### Floorplan with the power grid, run 1

Scale bar: 20 um. Pins as bars on the die edge.
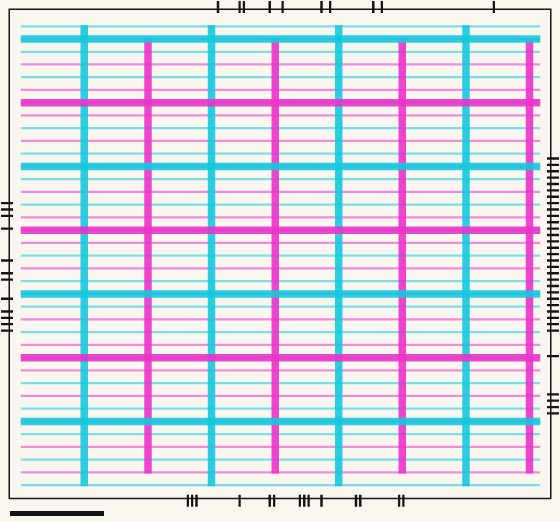
### Met2 routing, run 1

Scale bar: 20 um.
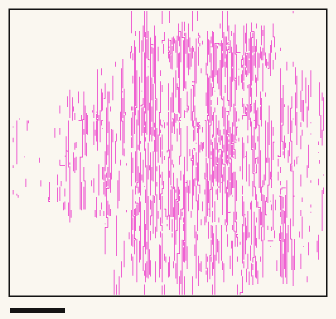
### Routed metal, one colour a layer, run 1

Scale bar: 20 um. Only two layers are drawn.
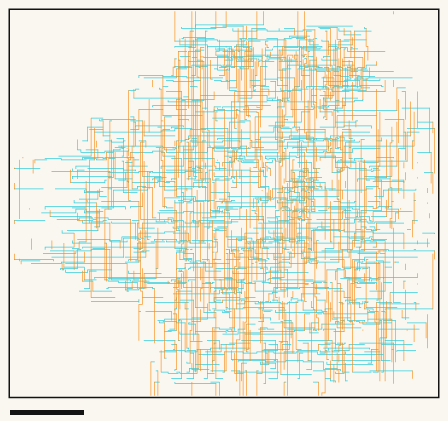
**src/rtl/disp_scan_ctrl_if.sv**
```systemverilog
`default_nettype none
// ---------------------------------------------------------------------------
// disp_scan_ctrl_if : host-side and pin-side signals of the display scanner
// Rev 1.0
// ---------------------------------------------------------------------------
interface disp_scan_ctrl_if;
  logic [31:0] value_i;
  logic [7:0]  dp_i;
  logic [7:0]  digit_en_i;
  logic        load_i;
  logic        load_ack_o;
  logic        frame_o;
  logic [7:0]  disp_an_o;
  logic [7:0]  disp_seg_o;

  modport master (
    output value_i, dp_i, digit_en_i, load_i,
    input  load_ack_o, frame_o, disp_an_o, disp_seg_o
  );

  modport slave (
    input  value_i, dp_i, digit_en_i, load_i,
    output load_ack_o, frame_o, disp_an_o, disp_seg_o
  );
endinterface
`default_nettype wire

```
**src/rtl/disp_scan_ctrl.sv**
```systemverilog
`default_nettype none
// ---------------------------------------------------------------------------
// disp_scan_ctrl : 8-digit common-anode 7-seg scanner, tear-free frame loads
// Optional macro SCAN_BLANK_EN inserts an all-off BLANK slot after each digit.
// Rev 1.0
// ---------------------------------------------------------------------------
module disp_scan_ctrl #(
  parameter int DIGIT_TICKS = 100000,
  parameter int BLANK_TICKS = 1000
) (
  input logic             clk_i,
  input logic             rst_i,
  disp_scan_ctrl_if.slave bus
);

  localparam int MAX_TICKS = (DIGIT_TICKS > BLANK_TICKS) ? DIGIT_TICKS : BLANK_TICKS;
  localparam int CNT_W     = $clog2(MAX_TICKS);
  localparam logic [CNT_W-1:0] DIGIT_LAST = CNT_W'(DIGIT_TICKS - 1);

`ifdef SCAN_BLANK_EN
  localparam logic [CNT_W-1:0] BLANK_LAST = CNT_W'(BLANK_TICKS - 1);
  typedef enum logic [0:0] {S_DRIVE = 1'b0, S_BLANK = 1'b1} state_t;
`else
  typedef enum logic [0:0] {S_DRIVE = 1'b0} state_t;
`endif

  state_t           state_q, state_d;
  logic [2:0]       idx_q, idx_d;
  logic [CNT_W-1:0] cnt_q, cnt_d;
  logic [31:0]      shadow_val_q, shadow_val_d;
  logic [7:0]       shadow_dp_q, shadow_dp_d;
  logic [31:0]      active_val_q, active_val_d;
  logic [7:0]       active_dp_q, active_dp_d;
  logic             pending_q, pending_d;
  logic [7:0]       an_q, an_d;
  logic [7:0]       seg_q, seg_d;
  logic             ack_q, ack_d;
  logic             frame_q, frame_d;
  logic             boundary;

  function automatic logic [6:0] hex7(input logic [3:0] n);
    logic [6:0] s;
    s = 7'h7F;
    case (n)
      4'h0: s = 7'h40;  4'h1: s = 7'h79;  4'h2: s = 7'h24;  4'h3: s = 7'h30;
      4'h4: s = 7'h19;  4'h5: s = 7'h12;  4'h6: s = 7'h02;  4'h7: s = 7'h78;
      4'h8: s = 7'h00;  4'h9: s = 7'h10;  4'hA: s = 7'h08;  4'hB: s = 7'h03;
      4'hC: s = 7'h46;  4'hD: s = 7'h21;  4'hE: s = 7'h06;  4'hF: s = 7'h0E;
      default: s = 7'h7F;
    endcase
    return s;
  endfunction

  // Scan sequencing; pin values are registered, so they trail the state by one cycle.
  always_comb begin
    state_d  = state_q;
    idx_d    = idx_q;
    cnt_d    = cnt_q + 1'b1;
    boundary = 1'b0;
    an_d     = 8'hFF;
    seg_d    = 8'hFF;
    case (state_q)
      S_DRIVE: begin
        an_d[idx_q] = ~bus.digit_en_i[idx_q];
        seg_d       = {~active_dp_q[idx_q], hex7(active_val_q[{idx_q, 2'b00} +: 4])};
        if (cnt_q == DIGIT_LAST) begin
          cnt_d = '0;
`ifdef SCAN_BLANK_EN
          state_d = S_BLANK;
`else
          idx_d    = idx_q + 3'd1;
          boundary = (idx_q == 3'd7);
`endif
        end
      end
`ifdef SCAN_BLANK_EN
      S_BLANK: begin
        if (cnt_q == BLANK_LAST) begin
          cnt_d    = '0;
          state_d  = S_DRIVE;
          idx_d    = idx_q + 3'd1;
          boundary = (idx_q == 3'd7);
        end
      end
`endif
      default: begin
        state_d = S_DRIVE;
      end
    endcase
  end

  // A load landing on the boundary goes straight to active and supersedes the shadow.
  always_comb begin
    shadow_val_d = shadow_val_q;
    shadow_dp_d  = shadow_dp_q;
    active_val_d = active_val_q;
    active_dp_d  = active_dp_q;
    pending_d    = pending_q;
    ack_d        = 1'b0;
    frame_d      = boundary;
    if (boundary) begin
      if (bus.load_i) begin
        active_val_d = bus.value_i;
        active_dp_d  = bus.dp_i;
        pending_d    = 1'b0;
        ack_d        = 1'b1;
      end else if (pending_q) begin
        active_val_d = shadow_val_q;
        active_dp_d  = shadow_dp_q;
        pending_d    = 1'b0;
        ack_d        = 1'b1;
      end
    end else if (bus.load_i) begin
      shadow_val_d = bus.value_i;
      shadow_dp_d  = bus.dp_i;
      pending_d    = 1'b1;
    end
  end

  always_ff @(posedge clk_i or posedge rst_i) begin
    if (rst_i) begin
      state_q      <= S_DRIVE;
      idx_q        <= '0;
      cnt_q        <= '0;
      shadow_val_q <= '0;
      shadow_dp_q  <= '0;
      active_val_q <= '0;
      active_dp_q  <= '0;
      pending_q    <= 1'b0;
      an_q         <= 8'hFF;
      seg_q        <= 8'hFF;
      ack_q        <= 1'b0;
      frame_q      <= 1'b0;
    end else begin
      state_q      <= state_d;
      idx_q        <= idx_d;
      cnt_q        <= cnt_d;
      shadow_val_q <= shadow_val_d;
      shadow_dp_q  <= shadow_dp_d;
      active_val_q <= active_val_d;
      active_dp_q  <= active_dp_d;
      pending_q    <= pending_d;
      an_q         <= an_d;
      seg_q        <= seg_d;
      ack_q        <= ack_d;
      frame_q      <= frame_d;
    end
  end

  assign bus.disp_an_o  = an_q;
  assign bus.disp_seg_o = seg_q;
  assign bus.load_ack_o = ack_q;
  assign bus.frame_o    = frame_q;

endmodule
`default_nettype wire

```
**src/flat_wrapper.sv**
```systemverilog
// flat-port wrapper written by rule: the top's interface ports become plain ports
module disp_scan_ctrl_flat 
#(
  parameter int DIGIT_TICKS = 100000,
  parameter int BLANK_TICKS = 1000
)
  (clk_i, rst_i, bus_value_i, bus_dp_i, bus_digit_en_i, bus_load_i, bus_load_ack_o, bus_frame_o, bus_disp_an_o, bus_disp_seg_o);
  disp_scan_ctrl_if bus_i ();
  input logic clk_i;
  input logic rst_i;
  input wire logic [$bits(bus_i.value_i)-1:0] bus_value_i;
  input wire logic [$bits(bus_i.dp_i)-1:0] bus_dp_i;
  input wire logic [$bits(bus_i.digit_en_i)-1:0] bus_digit_en_i;
  input wire logic [$bits(bus_i.load_i)-1:0] bus_load_i;
  output wire logic [$bits(bus_i.load_ack_o)-1:0] bus_load_ack_o;
  output wire logic [$bits(bus_i.frame_o)-1:0] bus_frame_o;
  output wire logic [$bits(bus_i.disp_an_o)-1:0] bus_disp_an_o;
  output wire logic [$bits(bus_i.disp_seg_o)-1:0] bus_disp_seg_o;
  assign bus_i.value_i = bus_value_i;
  assign bus_i.dp_i = bus_dp_i;
  assign bus_i.digit_en_i = bus_digit_en_i;
  assign bus_i.load_i = bus_load_i;
  assign bus_load_ack_o = bus_i.load_ack_o;
  assign bus_frame_o = bus_i.frame_o;
  assign bus_disp_an_o = bus_i.disp_an_o;
  assign bus_disp_seg_o = bus_i.disp_seg_o;
  disp_scan_ctrl #(.DIGIT_TICKS(DIGIT_TICKS), .BLANK_TICKS(BLANK_TICKS)) u_core (.clk_i(clk_i), .rst_i(rst_i), .bus(bus_i));
endmodule
```
**config.mk**
```make
export PLATFORM = sky130hd
export DESIGN_NAME = disp_scan_ctrl_flat
export DESIGN_NICKNAME = d
export VERILOG_FILES = /design/src/rtl/disp_scan_ctrl_if.sv /design/src/rtl/disp_scan_ctrl.sv /design/src/flat_wrapper.sv
export SDC_FILE = /design/constraint.sdc
export NUM_CORES = 1
export LEC_CHECK = 0
export ABC_AREA = 0
export CORE_ASPECT_RATIO = 0.9
export CORE_MARGIN = 2
export CORE_UTILIZATION = 50
export CTS_CLUSTER_DIAMETER = 120
export CTS_CLUSTER_SIZE = 40
export DETAILED_ROUTE_END_ITERATION = 6
export PLACE_DENSITY = 0.87
export SLEW_MARGIN = 15
export SYNTH_ARGS = -nofsm -noshare
export SYNTH_HDL_FRONTEND = slang
export SYNTH_SLANG_ARGS = --single-unit
```
**constraint.sdc**
```tcl
create_clock -name clk_i -period 3.81 [get_ports clk_i]
set_input_delay 0.762 -clock clk_i [delete_from_list [all_inputs] [get_ports clk_i]]
set_output_delay 0.762 -clock clk_i [all_outputs]
set_load 0.01 [all_outputs]
```
==> impl_metrics.env, run 1 <==
# flow metrics
export IMPL_tns_ps=0
export IMPL_drt_pass1_iterations=4
export IMPL_ys_cells=437
export IMPL_yosysTopAreaCellShare=0.463
export IMPL_die_area_mm2=0.0120
export IMPL_synth_edff_count=0
export IMPL_max_cap_viol_count=0
export IMPL_die_w_um=115
export IMPL_routabilityCongestion=0.846
export IMPL_clk_pin_slew_worst_paths_ps=50
export IMPL_wl_met1_um=5170
export IMPL_cts_buffer_depth=2
export IMPL_cp_max_fo=18
export IMPL_fin_nets=562
export IMPL_common_cells="dfrtp_1 (103), nor2_1 (59), mux2i_1 (46)"
export IMPL_tool_warnings=32
export IMPL_cts_sinks=119
export IMPL_syn_area_per_cell_um2=12.7
export IMPL_placement_rows=36
export IMPL_start_kind="register"
export IMPL_slowest_stage="dfrtp_1"
export IMPL_finalSetupViolations=0
export IMPL_io_buffers=68
export IMPL_top_area_cell="dfrtp_1"
export IMPL_area_leaders="dfrtp_1 (46%), mux2_4 (11%), mux2i_1 (8.3%)"
export IMPL_grt_max_degree=120
export IMPL_r2r_slack_ps=930
export IMPL_slew_violations=0
export IMPL_cts_buffers=17
export IMPL_synth_nets=496
export IMPL_irDropWorstVdd_mv=0.270
export IMPL_worst_slew_pin_slew_ps=839
export IMPL_post_cts_buffers=0
export IMPL_clk_insertion_delay_late_ps=410
export IMPL_synthFlopType="dfrtp_1"
export IMPL_place_hpwl_um=7830
export IMPL_yosys_cell_types_count=42
export IMPL_rsz0062_at_grt="false"
export IMPL_wl_met3_um=680
export IMPL_skew_ps=7.37
export IMPL_power_density_mw_per_mm2=465
export IMPL_slowest_delay_ps=820
export IMPL_design_portCount=69
export IMPL_cts_resized_gates=0
export IMPL_dr_wl_met2_um=5830
export IMPL_fp_coreArea_mm2=0.0109
export IMPL_synthesis_area_mm2=0.00557
export IMPL_yosysWarnings=0
export IMPL_drc=0
export IMPL_ant_nets=0
export IMPL_worstSetupEndpointType="register"
export IMPL_cellLeakagePower_nw=3.23
export IMPL_crit_arrival_ps=3210
export IMPL_syn_to_final_growth_pct=25.1
export IMPL_critPathRequiredTime_ps=4140
export IMPL_post_drt_wl_per_cell_um=17.8
export IMPL_ys_chip_area_mm2=0.00557
export IMPL_path_buffers=0
export IMPL_hp_class="register to register"
export IMPL_critPathTopFamily="multiplexers"
export IMPL_grt_pass1_wl_um=20100
export IMPL_cts_hold_buffers_added=0
export IMPL_async_flop_share=1.00
export IMPL_antenna_found_initial=0
export IMPL_status="finished, final reports clean"
export IMPL_ys_flops=119
export IMPL_num_antenna_cells=0
export IMPL_root_buffer="clkbuf_16"
export IMPL_most_common_cell="dfrtp_1"
export IMPL_highest_layer="met4"
export IMPL_cts_tree="built"
export IMPL_finalCritPeriodShare=0.755
export IMPL_setup_ws_ps=932
export IMPL_syn_inst=437
export IMPL_grt_pass1_vias=3954
export IMPL_viasPerCell=5.44
export IMPL_post_route_min_period_ps=2880
export IMPL_cts_htree_levels=4
export IMPL_grt_overflow_total=0
export IMPL_worst_setup_path_type="register to register"
export IMPL_pre_cts_ws_ps=910
export IMPL_layout_drive_gt1_share=0.217
export IMPL_drtIter0Drc=319
export IMPL_fp_utilization=0.513
export IMPL_track_usage=0.218
export IMPL_yosys_stat_seqShare=0.538
export IMPL_max_freq_ghz=0.347
export IMPL_die_h_um=104
export IMPL_relSlewSlack=0.425
export IMPL_path_cells="mux4_2, mux2i_1, nor2b_1, nor3b_1, a221o_1"
export IMPL_finalHoldViolations=0
## Picture notes: 'Floorplan with the power grid'
[VSS] cyan
[VDD] magenta
met5 straps: 7
signal pins: 69
met1 rails: 37

## Picture notes: 'Met2 routing'
nets with wire on the layer: 503
share of all routed wire: 49%
vias: 3631
GRT met2 Usage: 0.348
Post-Route WL: 11900 um

## Picture notes: 'Routed metal, one colour a layer'
[M2] orange | wire length: 5830 um
[M1] cyan | wire length: 5170 um

run 1: cells in the final DEF, fill, tap and decap left out, types with 2 or more instances in the layout:
cell,instances
mux2_2,2
ha_1,8
clkdlybuf4s50_1,67
nand4_1,6
nand2_1,14
o22ai_1,2
a21oi_1,40
nor4_2,2
clkbuf_8,6
and3_1,4
a221o_1,4
clkinv_2,2
mux2i_1,46
inv_1,5
xor2_1,11
nor2b_1,5
mux2_4,40
dfrtp_1,103
dfstp_2,16
mux4_2,8
bufinv_16,3
o21ai_0,4
buf_12,3
clkinvlp_4,3
nor2_1,59
buf_4,2
xnor2_1,5
nand3_1,9
nand4b_1,2
clkbuf_16,17
run 1: where the power goes:
part / switching (W) / internal (W) / leakage (nW)
Sequential: 0.0000259 / 0.00131 / 1.50
Clock: 0.000546 / 0.00113 / 0.304
Combinational: 0.0000943 / 0.000138 / 1.43
run 1: cell families after synthesis:
kind of cell    Yosys count  share of synthesized area
compound gates           53                     0.0530
xor+xnor                 16                     0.0252
fa+ha+maj                 8                     0.0180
buf+inv                  32                     0.0353
flops                   119                      0.538
mux                      97                      0.231
simple gates            112                     0.0991
run 1: worst register-to-register path: cells and delay by family (launching register included):
family	cells	cell delay, ps
flops	1	820
simple gates	2	430
compound gates	1	280
mux	2	1270
run 1: final timing paths:
check	start	to	cells past startpoint
hold / removal	u_core.cnt_q[13]	u_core.cnt_q[13]	1
setup / recovery	u_core.idx_q[1]	u_core.bus.disp_seg_o[0]	5
setup reg to reg	u_core.idx_q[1]	u_core.bus.disp_seg_o[0]	5
max in group asynchronous	rst_i	u_core.active_val_q[6]	3
hold reg to reg	u_core.cnt_q[13]	u_core.cnt_q[13]	1
min in group asynchronous	rst_i	u_core.shadow_dp_q[0]	3
run 1: cell type report:
type                       instances  area, um^2
fill                             764        3890
sequential                       119        3000
multi-input combinational        286        2370
timing repair buffer              73         751
clock buffer                      24         512
tap                              152         190
clock inverter                     7         115
inverter                           6        26.3
run 1: flip-flops by register name (all words and copies together) (netlist names):
name and flops:
u_core.cnt_q 17, u_core.shadow_val_q 32, u_core.shadow_dp_q 8, u_core.bus.disp_seg_o 8, u_core.active_val_q 32, u_core.bus.disp_an_o 8
u_core.idx_q 3, u_core.pending_q 1, u_core.active_dp_q 8, u_core.bus.frame_o 1, u_core.bus.load_ack_o 1
run 1: stage by stage:
stage,util,area (um^2),power (W),instances,hold slack [ps]
5_1_grt,0.642,6970,0.00335,667,511
6_report,0.642,6970,0.00324,667,489
3_3_place_gp,0.584,6340,0.00158,636,460
2_1_floorplan,-,5570,0.00149,437,443
3_5_place_dp,0.584,6340,0.00159,636,484
4_1_cts,0.642,6970,0.00326,667,494
run 1: metal layers:
metal,up-vias,global-route usage
met1,1824,0.289
li1,1666,-
met2,117,0.348
met3,24,0.0548
met4,0,0.0766
met5,-,0
### Met3 routing, run 1

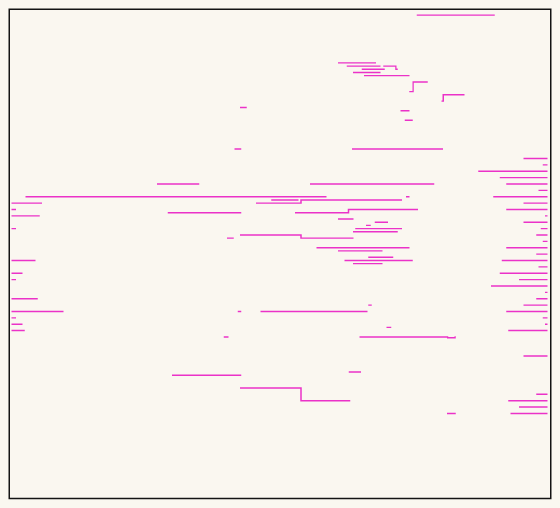

## Run 2: what changed since run 1
--- a/config.mk
+++ b/config.mk
@@ -8,11 +8,11 @@
 export ABC_AREA = 0
 export CORE_ASPECT_RATIO = 0.9
 export CORE_MARGIN = 2
-export CORE_UTILIZATION = 50
+export CORE_UTILIZATION = 55
 export CTS_CLUSTER_DIAMETER = 120
 export CTS_CLUSTER_SIZE = 40
 export DETAILED_ROUTE_END_ITERATION = 6
-export PLACE_DENSITY = 0.87
+export PLACE_DENSITY = 0.9
 export SLEW_MARGIN = 15
 export SYNTH_ARGS = -nofsm -noshare
 export SYNTH_HDL_FRONTEND = slang
==> constraint.sdc (replaced) <==
create_clock -name clk_i -period 2.9 [get_ports clk_i]
set_input_delay 0.58 -clock clk_i [delete_from_list [all_inputs] [get_ports clk_i]]
set_output_delay 0.58 -clock clk_i [all_outputs]
set_load 0.01 [all_outputs]
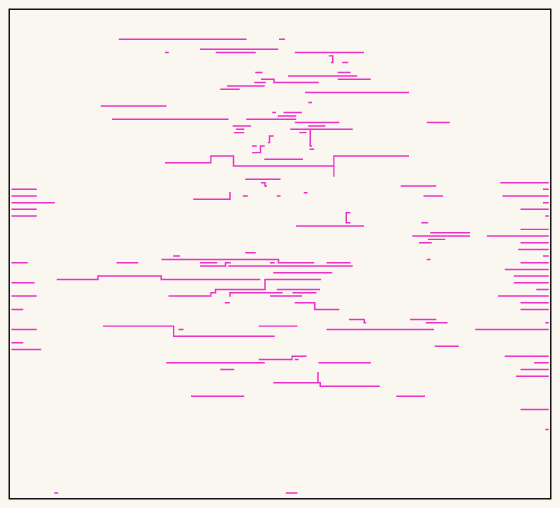
*Met3 routing, run 2*
wire length on this layer: 960 um
nets with wire on the layer: 99
main direction: horizontal

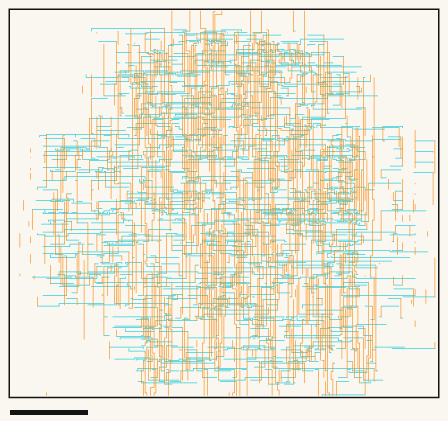
*Routed metal, one colour a layer, run 2*
Scale bar: 20 um. Only two layers are drawn.
[M1] cyan | wire length: 5240 um
[M2] orange | wire length: 6680 um
vias: 3851
All-Layer GR Usage: 0.267
DR WL/cell: 20.6 um
Post-Route WL: 13300 um

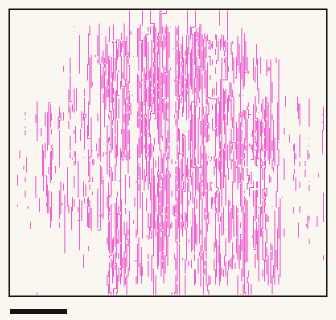
*Met2 routing, run 2*
Scale bar: 20 um.
nets with wire on the layer: 514
share of all routed wire: 50%
main direction: vertical
longest straight run: 38.8 um
wire length on this layer: 6680 um

==> impl_metrics.env, run 2 <==
# flow metrics
export IMPL_combGateArea_mm2=0.00237
export IMPL_cts_resized_gates=0
export IMPL_fillers=605
export IMPL_cts_sinks=119
export IMPL_syn_to_final_growth_pct=24.7
export IMPL_antenna_found_initial=0
export IMPL_num_antenna_cells=0
export IMPL_common_cells="dfrtp_1 (103), nor2_1 (59), mux2i_1 (46)"
export IMPL_die_w_um=110
export IMPL_fp_coreArea_mm2=0.00974
export IMPL_die_h_um=99.5
export IMPL_cts_hold_buffers_added=0
export IMPL_ys_cells=437
export IMPL_syn_area_per_cell_um2=12.7
export IMPL_rsz0062_at_grt="false"
export IMPL_io_buffers=68
export IMPL_finalCritPeriodShare=0.908
export IMPL_power_share_sequential=0.422
export IMPL_cts_htree_levels=4
export IMPL_power_density_mw_per_mm2=600
export IMPL_critPathRequiredTime_ps=3330
export IMPL_max_freq_ghz=0.380
export IMPL_worst_setup_path_type="register to register"
export IMPL_max_cap_viol_count=0
export IMPL_p_int_w=0.00326
export IMPL_cellLeakagePower_nw=3.22
export IMPL_p_sw_frac=0.218
export IMPL_ant_nets=0
export IMPL_r2r_slack_ps=270
export IMPL_syn_inst=437
export IMPL_placement_rows=34
export IMPL_place_hpwl_um=8130
export IMPL_grt_overflow_total=0
export IMPL_drtIter0Drc=263
export IMPL_rr_endpoint="u_core.bus.disp_seg_o[1]"
export IMPL_worstSetupEndpointType="register"
export IMPL_largestRegisters="u_core.active_val_q (32), u_core.shadow_val_q (32), u_core.cnt_q (17)"
export IMPL_area_leaders="dfrtp_1 (46%), mux2_4 (11%), mux2i_1 (8.3%)"
export IMPL_skew_ps=9.40
export IMPL_fin_nets=567
export IMPL_cp_max_fo=21
export IMPL_drt_pass1_iterations=5
export IMPL_cts_buffers=17
export IMPL_post_cts_buffers=0
export IMPL_most_common_cell="dfrtp_1"
export IMPL_tool_warnings=30
export IMPL_yosys_stat_seqShare=0.538
export IMPL_grt_pass1_wl_um=21600
export IMPL_start_kind="register"
export IMPL_finalHoldViolations=0
export IMPL_synthesis_area_mm2=0.00557
export IMPL_grt_max_degree=82
export IMPL_grt_pass1_vias=4055
export IMPL_tns_ps=0
export IMPL_top_area_cell="dfrtp_1"
export IMPL_layout_drive_gt1_share=0.225
export IMPL_relSlewSlack=0.498
export IMPL_post_route_min_period_ps=2630
export IMPL_status="finished, final reports clean"
export IMPL_total_power_w=0.00416
export IMPL_cts_tree="built"
export IMPL_viasPerCell=5.95
export IMPL_synth_edff_count=0
export IMPL_ys_chip_area_mm2=0.00557
export IMPL_r2r_cells=6
export IMPL_root_buffer="clkbuf_8"
export IMPL_irDropWorstVdd_mv=0.398
export IMPL_final_common_cell="dfrtp_1"
export IMPL_worst_slew_pin_slew_ps=752
export IMPL_routabilityCongestion=0.851
export IMPL_comb_power_share=0.075
export IMPL_hp_class="input port to asynchronous set/reset pin"
export IMPL_die_area_mm2=0.0109
export IMPL_synthFlopType="dfrtp_1"
export IMPL_ys_flops=119
export IMPL_fp_utilization=0.572
export IMPL_yosysTopAreaCellShare=0.463
export IMPL_drc=0
export IMPL_crit_arrival_ps=3070
export IMPL_synth_nets=496
export IMPL_clk_insertion_delay_late_ps=520
export IMPL_clock_power_share=0.503
export IMPL_cts_buffer_depth=2
export IMPL_final_cell_mix="dfrtp_1 (103), clkdlybuf4s50_1 (67), nor2_1 (59)"
export IMPL_yosysWarnings=0
export IMPL_p_sw_w=0.000907
export IMPL_reg2reg_from="u_core.idx_q[2]"
export IMPL_slew_violations=0
export IMPL_finalSetupViolations=0
export IMPL_design_portCount=69
export IMPL_regArea_mm2=0.00300
export IMPL_yosys_cell_types_count=42
export IMPL_clk_pin_slew_worst_paths_ps=60
export IMPL_async_flop_share=1.00
[run 2: cell counts after synthesis]
Identical to the previous run, type by type.
[run 2: worst max-delay path by stage]
stage	startpoint	endpoint	slack, ps	cells past startpoint
2_1_floorplan	u_core.idx_q[2]	u_core.bus.disp_seg_o[3]	640	9
5_1_grt	u_core.idx_q[2]	u_core.bus.disp_seg_o[3]	100	8
3_5_place_dp	u_core.idx_q[2]	u_core.bus.disp_seg_o[1]	380	6
3_3_place_gp	u_core.idx_q[2]	u_core.bus.disp_seg_o[1]	590	6
6_report	u_core.idx_q[2]	u_core.bus.disp_seg_o[1]	270	6
4_1_cts	u_core.idx_q[2]	u_core.bus.disp_seg_o[1]	300	6
[run 2: logic make-up after synthesis]
family                   share of synthesized area
AND-OR/OR-AND                               0.0530
adder cells (fa/ha/maj)                     0.0180
AND/OR/NAND/NOR                             0.0991
buffers and inverters                       0.0353
flip-flops                                   0.538
XOR/XNOR                                    0.0252
multiplexers                                 0.231
[run 2: power groups by stage]
stage          clock network [W]  registers, W  logic, W
2_1_floorplan                  0       0.00177  0.000193
3_3_place_gp                   0       0.00177  0.000299
3_5_place_dp                   0       0.00178  0.000305
4_1_cts                  0.00210       0.00176  0.000314
5_1_grt                  0.00219       0.00176  0.000334
6_report                 0.00210       0.00176  0.000311
[run 2: cell type report]
class	count	area share
Clock inverter	11	0.0214
Timing Repair Buffer	78	0.114
Clock buffer	21	0.0647
Sequential cell	119	0.432
Multi-Input combinational cell	286	0.342
Tap cell	126	0.0227
Inverter	6	0.00379
[run 2: per-layer routing]
layer	up-vias	GRT usage	routed length [um]
met2	191	0.432	6680
met1	1945	0.329	5240
met3	41	0.0806	960
met5	-	0	0
met4	0	0.120	432
li1	1674	-	-
[run 2: worst max-delay path: stages (launching register included)]
cell and delay, ps:
dfrtp_1 830, nor2_1 180, a211o_1 330, a221o_1 400
inv_1 170, ha_1 300, a221o_1 350
[run 2: stage by stage]
stage	hold slack, ps	setup slack (ps)	util	area (um^2)	cells
2_1_floorplan	443	639	-	5570	437
3_3_place_gp	459	593	0.651	6340	615
3_5_place_dp	481	377	0.651	6340	615
4_1_cts	410	299	0.713	6940	647
5_1_grt	424	97.1	0.713	6940	647
6_report	411	265	0.713	6940	647
### Floorplan with the power grid, run 2

Scale bar: 20 um. Pins as bars on the die edge.
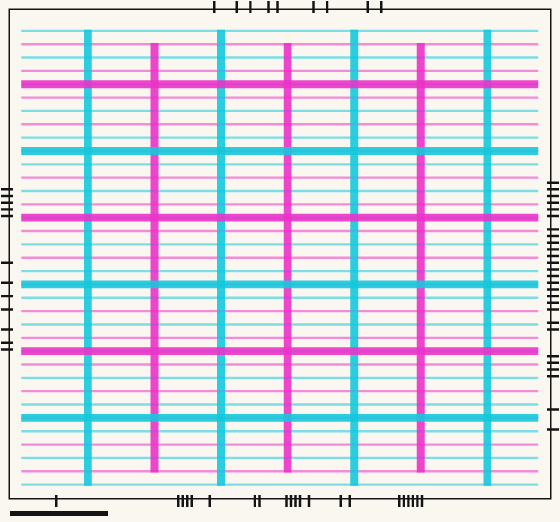

## Run 3: what changed since run 2
--- a/config.mk
+++ b/config.mk
@@ -12,7 +12,7 @@
 export CTS_CLUSTER_DIAMETER = 120
 export CTS_CLUSTER_SIZE = 40
 export DETAILED_ROUTE_END_ITERATION = 6
-export PLACE_DENSITY = 0.9
+export PLACE_DENSITY = 0.84
 export SLEW_MARGIN = 15
 export SYNTH_ARGS = -nofsm -noshare
 export SYNTH_HDL_FRONTEND = slang
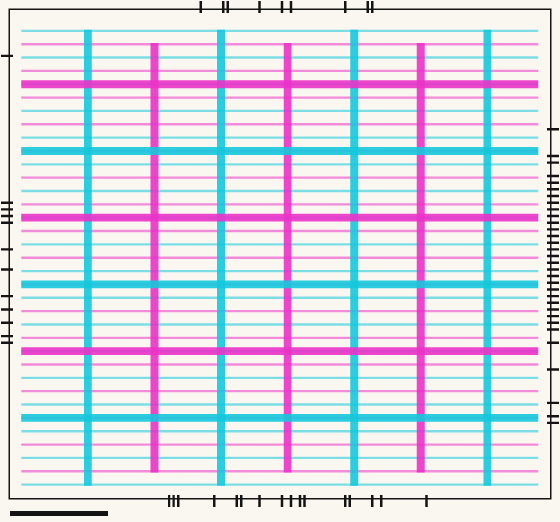
*Floorplan with the power grid, run 3*
Scale bar: 20 um. Pins as bars on the die edge.
[VSS] cyan
[VDD] magenta
met1 rails: 35
rows: 34
met5 straps: 6

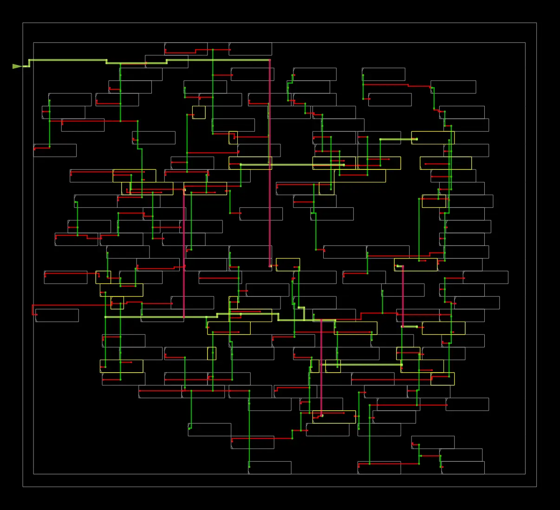
*The clock network, run 3*
Max Clock Skew: 9.75 ps
clock buffer count: 20
flop count: 119

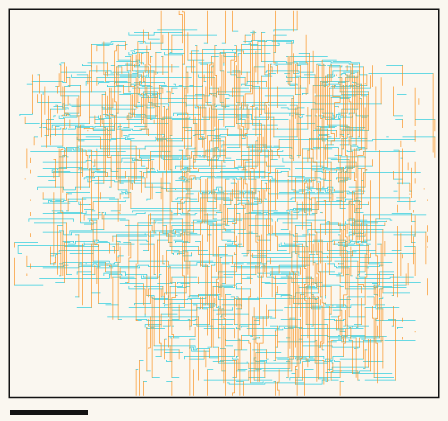
*Routed metal, one colour a layer, run 3*
Scale bar: 20 um. Only two layers are drawn.
[M1] cyan | wire length: 5290 um
[M2] orange | wire length: 6100 um
All-Layer GR Usage: 0.248
DR WL/cell: 18.7 um
vias: 3670
Post-Route WL: 12100 um

==> impl_metrics.env, run 3 <==
# flow metrics
export IMPL_grt_pass1_vias=3952
export IMPL_syn_inst=437
export IMPL_slowest_delay_ps=810
export IMPL_drc=0
export IMPL_ys_flops=119
export IMPL_final_util=0.712
export IMPL_final_cell_mix="dfrtp_1 (103), clkdlybuf4s50_1 (67), nor2_1 (59)"
export IMPL_ant_nets=0
export IMPL_reg2reg_from="u_core.idx_q[2]"
export IMPL_setup_ws_ps=283
export IMPL_cts_buffers=17
export IMPL_critPathRequiredTime_ps=3330
export IMPL_irDropWorstVdd_mv=0.471
export IMPL_most_common_cell="dfrtp_1"
export IMPL_r2r_slack_ps=280
export IMPL_yosys_stat_seqShare=0.538
export IMPL_clk_insertion_delay_late_ps=510
export IMPL_drtIter0Drc=244
export IMPL_pre_cts_ws_ps=429
export IMPL_die_w_um=110
export IMPL_post_cts_buffers=0
export IMPL_status="finished, final reports clean"
export IMPL_r2r_cells=8
export IMPL_cp_max_fo=21
export IMPL_top_area_cell="dfrtp_1"
export IMPL_crit_arrival_ps=3040
export IMPL_finalSetupViolations=0
export IMPL_area_leaders="dfrtp_1 (46%), mux2_4 (11%), mux2i_1 (8.3%)"
export IMPL_routabilityCongestion=0.814
export IMPL_yosysTopAreaCellShare=0.463
export IMPL_layout_drive_gt1_share=0.231
export IMPL_met2_usage=0.396
export IMPL_tns_ps=0
export IMPL_finalCritPeriodShare=0.902
export IMPL_cts_sinks=119
export IMPL_max_cap_viol_count=0
export IMPL_die_h_um=99.5
export IMPL_common_cells="dfrtp_1 (103), nor2_1 (59), mux2i_1 (46)"
export IMPL_relSlewSlack=0.516
export IMPL_synthFlopType="dfrtp_1"
export IMPL_synthesis_area_mm2=0.00557
export IMPL_cts_hold_buffers_added=0
export IMPL_cts_tree="built"
export IMPL_synth_nets=496
export IMPL_grt_overflow_total=0
export IMPL_finalHoldViolations=0
export IMPL_critPathTopFamily="AND-OR/OR-AND gates"
export IMPL_root_buffer="clkbuf_8"
export IMPL_path_common_cell="o21ai_0"
export IMPL_yosysWarnings=0
export IMPL_io_buffers=68
export IMPL_slew_violations=0
export IMPL_placement_rows=34
export IMPL_place_hpwl_um=7490
export IMPL_num_antenna_cells=0
export IMPL_worst_setup_path_type="register to register"
export IMPL_slowest_stage="dfrtp_1"
export IMPL_tool_warnings=32
export IMPL_viasPerCell=5.65
export IMPL_fp_utilization=0.572
export IMPL_rr_endpoint="u_core.bus.disp_seg_o[3]"
export IMPL_ys_chip_area_mm2=0.00557
export IMPL_drt_pass1_iterations=5
export IMPL_hp_class="input port to asynchronous set/reset pin"
export IMPL_cts_resized_gates=0
export IMPL_rsz0062_at_grt="false"
export IMPL_largestRegisters="u_core.active_val_q (32), u_core.shadow_val_q (32), u_core.cnt_q (17)"
export IMPL_dp_cells=617
export IMPL_cts_buffer_depth=2
export IMPL_yosys_cell_types_count=42
export IMPL_path_cells="nor2_1, a211o_1, a221o_1, inv_1, ha_1, nand2_1, o21ai_0, o21ai_0"
export IMPL_grt_pass1_wl_um=20400
export IMPL_ys_cells=437
export IMPL_antenna_found_initial=0
export IMPL_die_area_mm2=0.0109
export IMPL_worst_slew_pin_slew_ps=725
export IMPL_gr_usage_met3=0.0603
export IMPL_grtUsageMet1=0.336
export IMPL_synth_edff_count=0
export IMPL_post_route_min_period_ps=2620
export IMPL_design_portCount=69
export IMPL_final_common_cell="dfrtp_1"
export IMPL_power_density_mw_per_mm2=590
-- run 3: netlist changes by cell type in the layout (fill, tap and decap cells not counted) --
cell / change
clkinv_2: +4
clkinvlp_4: -4
buf_4: +2
clkbuf_1: -2
clkinv_4: +2
bufinv_16: -1
clkbuf_8: +1
-- run 3: logic make-up after synthesis --
logic type	count (synthesis)	synth area share
flip-flops	119	0.538
AND/OR/NAND/NOR	112	0.0991
multiplexers	97	0.231
AND-OR/OR-AND	53	0.0530
buffers and inverters	32	0.0353
XOR/XNOR	16	0.0252
adder cells (fa/ha/maj)	8	0.0180
-- run 3: power by group --
part           switching, W  internal [W]  total [W]
registers         0.0000333       0.00172    0.00175
clock network      0.000748       0.00128    0.00203
logic              0.000124      0.000184   0.000308
-- run 3: worst max-delay path by stage --
stage                         start                  endpoint  depth (start not counted)
floorplan           u_core.idx_q[2]  u_core.bus.disp_seg_o[3]                          9
global placement    u_core.idx_q[2]  u_core.bus.disp_seg_o[1]                          6
detailed placement  u_core.idx_q[2]  u_core.bus.disp_seg_o[3]                          8
CTS                 u_core.idx_q[2]  u_core.bus.disp_seg_o[3]                          8
global route        u_core.idx_q[2]  u_core.bus.disp_seg_o[1]                          6
finish              u_core.idx_q[2]  u_core.bus.disp_seg_o[3]                          8
-- run 3: final cells by class --
type,instances,area [um^2]
Inverter,6,26.3
Clock inverter,12,126
Multi-Input combinational cell,286,2370
Timing Repair Buffer,80,803
Tap cell,126,158
Fill cell,644,2800
Sequential cell,119,3000
Clock buffer,20,455
-- run 3: metal layers --
layer / wire length, um / part of all wire
met1: 5290 / 0.44
met2: 6100 / 0.50
met3: 553 / 0.046
met4: 196 / 0.016
met5: 0 / 0
-- run 3: stage by stage --
stage / area, um^2 / total power (W)
after floorplan: 5570 / 0.00196
after global placement: 6360 / 0.00208
after detailed placement: 6360 / 0.00208
after CTS: 6940 / 0.00412
after global routing: 6940 / 0.00424
final: 6940 / 0.00410
Power is estimated from default activity; no workload was simulated.
